[src/rtl/dmem_arbiter.sv]
// dmem_arbiter: shares the single-port data memory between the core
// load/store unit (m0) and the debug/DMA port (m1). Each transaction is a
// fixed GRANT(IDLE) -> ACCESS -> RESP sequence, one in flight at a time.
// Misaligned or out-of-range commands are flagged at grant time and never
// produce a dmem write.
// Build option: define DMEM_ARB_RR_EN for round-robin arbitration on
// contention; otherwise m0 has fixed priority over m1.
module dmem_arbiter #(
    parameter int ADDR_WIDTH = 32,
    parameter int DATA_WIDTH = 32,
    parameter int MEM_BYTES  = 4096
) (
    input  logic                  clk,
    input  logic                  rst_n,
    input  logic                  m0_req,
    input  logic                  m0_we,
    input  logic [ADDR_WIDTH-1:0] m0_addr,
    input  logic [DATA_WIDTH-1:0] m0_wdata,
    input  logic [1:0]            m0_size,
    input  logic                  m0_sign,
    output logic                  m0_gnt,
    output logic                  m0_rvalid,
    output logic [DATA_WIDTH-1:0] m0_rdata,
    output logic                  m0_err,
    input  logic                  m1_req,
    input  logic                  m1_we,
    input  logic [ADDR_WIDTH-1:0] m1_addr,
    input  logic [DATA_WIDTH-1:0] m1_wdata,
    input  logic [1:0]            m1_size,
    input  logic                  m1_sign,
    output logic                  m1_gnt,
    output logic                  m1_rvalid,
    output logic [DATA_WIDTH-1:0] m1_rdata,
    output logic                  m1_err,
    output logic                  mem_we,
    output logic [ADDR_WIDTH-1:0] mem_addr,
    output logic [DATA_WIDTH-1:0] mem_wdata,
    output logic [1:0]            mem_size,
    output logic                  mem_sign,
    input  logic [DATA_WIDTH-1:0] mem_rdata
);

    localparam int END_W = ADDR_WIDTH + 1;

    typedef enum logic [1:0] {
        ST_IDLE   = 2'b00,
        ST_ACCESS = 2'b01,
        ST_RESP   = 2'b10
    } state_t;

    state_t                r_state;
    logic                  r_owner;      // 1 = current transaction belongs to m1
    logic                  r_we;
    logic                  r_err;
    logic                  r_mem_we;
    logic [ADDR_WIDTH-1:0] r_mem_addr;
    logic [DATA_WIDTH-1:0] r_mem_wdata;
    logic [1:0]            r_mem_size;
    logic                  r_mem_sign;
    logic                  r_m0_rvalid;
    logic [DATA_WIDTH-1:0] r_m0_rdata;
    logic                  r_m0_err;
    logic                  r_m1_rvalid;
    logic [DATA_WIDTH-1:0] r_m1_rdata;
    logic                  r_m1_err;
`ifdef DMEM_ARB_RR_EN
    logic                  r_prio_m1;    // 1 = m1 wins the next tie
`endif

    logic                  w_any;
    logic                  w_pick_m1;
    logic                  w_idle;
    logic                  w_we;
    logic [ADDR_WIDTH-1:0] w_addr;
    logic [DATA_WIDTH-1:0] w_wdata;
    logic [1:0]            w_size;
    logic                  w_sign;
    logic                  w_err;
    logic [DATA_WIDTH-1:0] w_resp_data;

    // Misalignment / range check; the end address is computed one bit wider
    // so that accesses near the top of the address space cannot wrap.
    function automatic logic f_access_err(input logic [ADDR_WIDTH-1:0] addr,
                                          input logic [1:0]            size);
        logic            v_mis;
        logic [END_W-1:0] v_end;
        case (size)
            2'b00: begin
                v_mis = 1'b0;
                v_end = {1'b0, addr} + END_W'(1);
            end
            2'b01: begin
                v_mis = addr[0];
                v_end = {1'b0, addr} + END_W'(2);
            end
            default: begin
                v_mis = (addr[1:0] != 2'b00);
                v_end = {1'b0, addr} + END_W'(4);
            end
        endcase
        return v_mis | (v_end > END_W'(MEM_BYTES));
    endfunction

    // Pick the winning requester for this IDLE cycle.
    always_comb begin
        w_any     = m0_req | m1_req;
        w_pick_m1 = 1'b0;
        if (m0_req && m1_req) begin
`ifdef DMEM_ARB_RR_EN
            w_pick_m1 = r_prio_m1;
`else
            w_pick_m1 = 1'b0;
`endif
        end else if (m1_req) begin
            w_pick_m1 = 1'b1;
        end else begin
            w_pick_m1 = 1'b0;
        end
    end

    // Route the winner's command toward the command latch.
    always_comb begin
        if (w_pick_m1) begin
            w_we    = m1_we;
            w_addr  = m1_addr;
            w_wdata = m1_wdata;
            w_size  = m1_size;
            w_sign  = m1_sign;
        end else begin
            w_we    = m0_we;
            w_addr  = m0_addr;
            w_wdata = m0_wdata;
            w_size  = m0_size;
            w_sign  = m0_sign;
        end
    end

    assign w_err       = f_access_err(w_addr, w_size);
    assign w_idle      = (r_state == ST_IDLE) & rst_n;
    assign m0_gnt      = w_idle & w_any & ~w_pick_m1;
    assign m1_gnt      = w_idle & w_any & w_pick_m1;
    assign w_resp_data = (~r_we & ~r_err) ? mem_rdata : {DATA_WIDTH{1'b0}};

    assign mem_we      = r_mem_we;
    assign mem_addr    = r_mem_addr;
    assign mem_wdata   = r_mem_wdata;
    assign mem_size    = r_mem_size;
    assign mem_sign    = r_mem_sign;
    assign m0_rvalid   = r_m0_rvalid;
    assign m0_rdata    = r_m0_rdata;
    assign m0_err      = r_m0_err;
    assign m1_rvalid   = r_m1_rvalid;
    assign m1_rdata    = r_m1_rdata;
    assign m1_err      = r_m1_err;

    // Transaction FSM with its registered dmem-side and response outputs.
    always_ff @(posedge clk or negedge rst_n) begin
        if (!rst_n) begin
            r_state     <= ST_IDLE;
            r_owner     <= 1'b0;
            r_we        <= 1'b0;
            r_err       <= 1'b0;
            r_mem_we    <= 1'b0;
            r_mem_addr  <= {ADDR_WIDTH{1'b0}};
            r_mem_wdata <= {DATA_WIDTH{1'b0}};
            r_mem_size  <= 2'b00;
            r_mem_sign  <= 1'b0;
            r_m0_rvalid <= 1'b0;
            r_m0_rdata  <= {DATA_WIDTH{1'b0}};
            r_m0_err    <= 1'b0;
            r_m1_rvalid <= 1'b0;
            r_m1_rdata  <= {DATA_WIDTH{1'b0}};
            r_m1_err    <= 1'b0;
`ifdef DMEM_ARB_RR_EN
            r_prio_m1   <= 1'b0;
`endif
        end else begin
            case (r_state)
                ST_IDLE: begin
                    if (w_any) begin
                        r_owner     <= w_pick_m1;
                        r_we        <= w_we;
                        r_err       <= w_err;
                        r_mem_we    <= w_we & ~w_err;
                        r_mem_addr  <= w_addr;
                        r_mem_wdata <= w_wdata;
                        r_mem_size  <= w_size;
                        r_mem_sign  <= w_sign;
`ifdef DMEM_ARB_RR_EN
                        r_prio_m1   <= ~w_pick_m1;
`endif
                        r_state     <= ST_ACCESS;
                    end else begin
                        r_state     <= ST_IDLE;
                    end
                end
                ST_ACCESS: begin
                    r_mem_we <= 1'b0;
                    if (r_owner) begin
                        r_m1_rvalid <= 1'b1;
                        r_m1_rdata  <= w_resp_data;
                        r_m1_err    <= r_err;
                    end else begin
                        r_m0_rvalid <= 1'b1;
                        r_m0_rdata  <= w_resp_data;
                        r_m0_err    <= r_err;
                    end
                    r_state <= ST_RESP;
                end
                ST_RESP: begin
                    r_m0_rvalid <= 1'b0;
                    r_m0_rdata  <= {DATA_WIDTH{1'b0}};
                    r_m0_err    <= 1'b0;
                    r_m1_rvalid <= 1'b0;
                    r_m1_rdata  <= {DATA_WIDTH{1'b0}};
                    r_m1_err    <= 1'b0;
                    r_state     <= ST_IDLE;
                end
                default: begin
                    r_mem_we    <= 1'b0;
                    r_m0_rvalid <= 1'b0;
                    r_m1_rvalid <= 1'b0;
                    r_state     <= ST_IDLE;
                end
            endcase
        end
    end

endmodule

[config.mk]
export PLATFORM = sky130hd
export DESIGN_NAME = dmem_arbiter
export DESIGN_NICKNAME = d
export VERILOG_FILES = /design/src/rtl/dmem_arbiter.sv
export SDC_FILE = /design/constraint.sdc
export NUM_CORES = 1
export LEC_CHECK = 0
export ABC_CLOCK_PERIOD_IN_PS = 2700
export CELL_PAD_IN_SITES_DETAIL_PLACEMENT = 0
export CELL_PAD_IN_SITES_GLOBAL_PLACEMENT = 1
export CORE_UTILIZATION = 30
export DETAILED_ROUTE_END_ITERATION = 8
export PLACE_DENSITY_LB_ADDON = 0.1
export SLEW_MARGIN = 25
export SYNTH_ARGS = -nofsm -noshare
export SYNTH_HDL_FRONTEND = slang
export SYNTH_SLANG_ARGS = --single-unit
[constraint.sdc]
create_clock -name clk -period 2.7 [get_ports clk]
set_input_delay 0.405 -clock clk [delete_from_list [all_inputs] [get_ports clk]]
set_output_delay 0.405 -clock clk [all_outputs]
set_load 0.005 [all_outputs]
==> results_tabular.tex <==
% Implementation results table
\begin{tabular}{lr}
\hline
Metric & Value \\
\hline
\multicolumn{2}{l}{\textbf{Power}} \\
Switching portion of total power & 35.9\% \\
Power dissipated in the clock network & 2.45 mW \\
P per Cell Area & about 630 nW/µm² \\
Static leakage & roughly 6.2 nW \\
Combinational fraction of design power & 41.9\% \\
Net Sw Power & between 3 and 4 mW \\
Heaviest power group & combinational logic \\
\multicolumn{2}{l}{\textbf{Die}} \\
Std cell rows & 61 \\
Core Density at Floorplan & 30.5\% \\
\multicolumn{2}{l}{\textbf{Synth}} \\
Most common reg cell & sky130\_fd\_sc\_hd\_\_dfrtp\_1 \\
Sequential share of the synthesized area & between 40\% and 50\% \\
Mux share of post-synthesis cell area & 8.84\% \\
Ys cells & 1012 \\
Simple-gate portion of the synthesized area & about a quarter \\
Post-synth tally of flip-flops with integrated enable & 0 \\
Synth cell types & 77 \\
Most frequent cells after synthesis & sky130\_fd\_sc\_hd\_\_nand2\_1, sky130\_fd\_sc\_hd\_\_dfrtp\_1, sky130\_fd\_sc\_hd\_\_o21ai\_0 \\
Cell count after synthesis & 1012 \\
Total number of yosys warnings & 0 \\
\multicolumn{2}{l}{\textbf{Worst hold path}} \\
Hold Path Origin & m0\_req \\
\multicolumn{2}{l}{\textbf{STA}} \\
Final Max Tran Viols & 0 \\
Final count of hold timing violations & 0 \\
Setup violations, final & 2 \\
Worst Setup Slack, final & -0.0255 ns \\
Unrepaired setup endpoints after global routing & true \\
\multicolumn{2}{l}{\textbf{Routing}} \\
Tally of nets with antenna violations remaining after routing & 0 \\
\multicolumn{2}{l}{\textbf{Clock network}} \\
Cts repair resizes & 74 \\
Insertion delay to the later sink of the worst-skew pair & 0.44 ns \\
Clock transition time at the flip-flop clock pins of the worst setup and hold paths & $\sim$0.060 ns \\
\multicolumn{2}{l}{\textbf{Run status}} \\
Violations in the final reports & negative setup slack \\
Run status & finished with violations \\
\multicolumn{2}{l}{\textbf{Finish}} \\
Most common library cell in the layout ignoring fill and taps & sky130\_fd\_sc\_hd\_\_clkdlybuf4s50\_1 \\
Area Growth Syn to Fin & 73.8\% \\
Utilization after layout & 53.0\% \\
\multicolumn{2}{l}{\textbf{GRT}} \\
Antenna violations before repair & 1 \\
Largest net degree at the start of global routing & 114 \\
Via count of the first global-routing pass & 9202 \\
\multicolumn{2}{l}{\textbf{Worst setup path}} \\
Most frequent cell on the critical path & sky130\_fd\_sc\_hd\_\_nand2\_2 \\
CP startpoint kind & primary input \\
\multicolumn{2}{l}{\textbf{Place}} \\
Worst setup slack before clock tree synthesis & -1.19 ns \\
Cell total after placement & between 1.5k and 2k \\
\hline
\end{tabular}
==> metrics by stage <==
| step | setup TNS [ns] | area (µm²) |
|---|---|---|
| after floorplan | -0.830 | 8490 |
| after global placement | -2.57 | 13400 |
| after detailed placement | -2.76 | 13500 |
| after CTS | -0.0291 | 14500 |
| after global routing | -0.230 | 14700 |
| final | -0.0306 | 14700 |
==> final cells by class <==
class	instances	area [µm²]
antenna	1	2.50
clock buffer	17	425
clock inverter	15	171
fill	2726	13100
inverter	13	56.3
multi-input combinational	793	5020
sequential	141	3530
tap	378	473
timing repair buffer	547	5030
==> per-layer routing <==
layer | wire length (µm) | vias to the layer above | GRT usage (%)
met5 | 0 | - | 0
met4 | 903 | 0 | 8.62
met3 | 1780 | 47 | 4.30
met2 | 18100 | 254 | 42.9
met1 | 15200 | 4568 | 29.8
li1 | - | 4640 | -
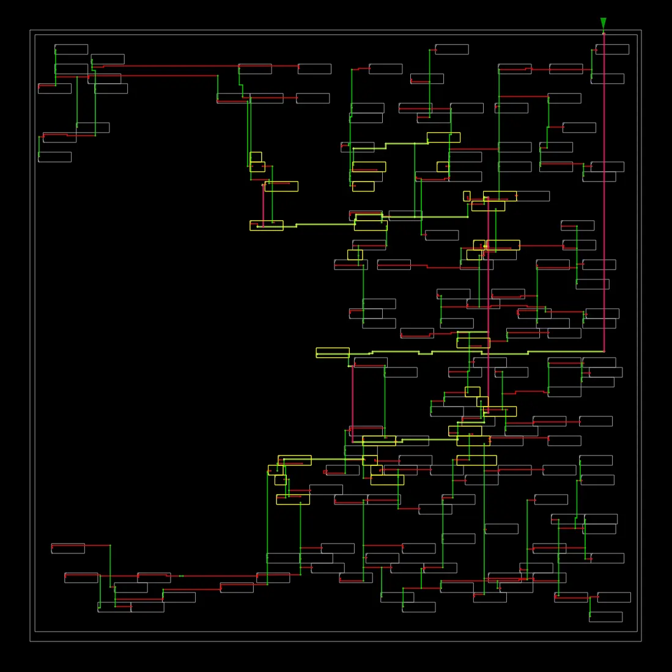
(images/clock_nets.png)
worst setup skew after layout: 0.0219 ns
CTS sink count: 141
CTS Buf Count: 17

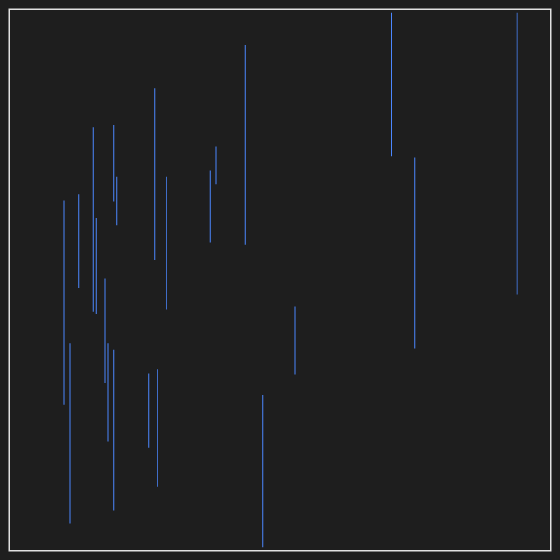
(images/m4.png)
wire length on this layer = 903 µm
share of all routed wire = 2.5%
nets with wire on the layer = 20
longest straight run = 88.4 µm
main direction = vertical
total vias in the final route: 9509
DRT Wirelength: 35.9 mm

Power and IR drop assume default switching activity.
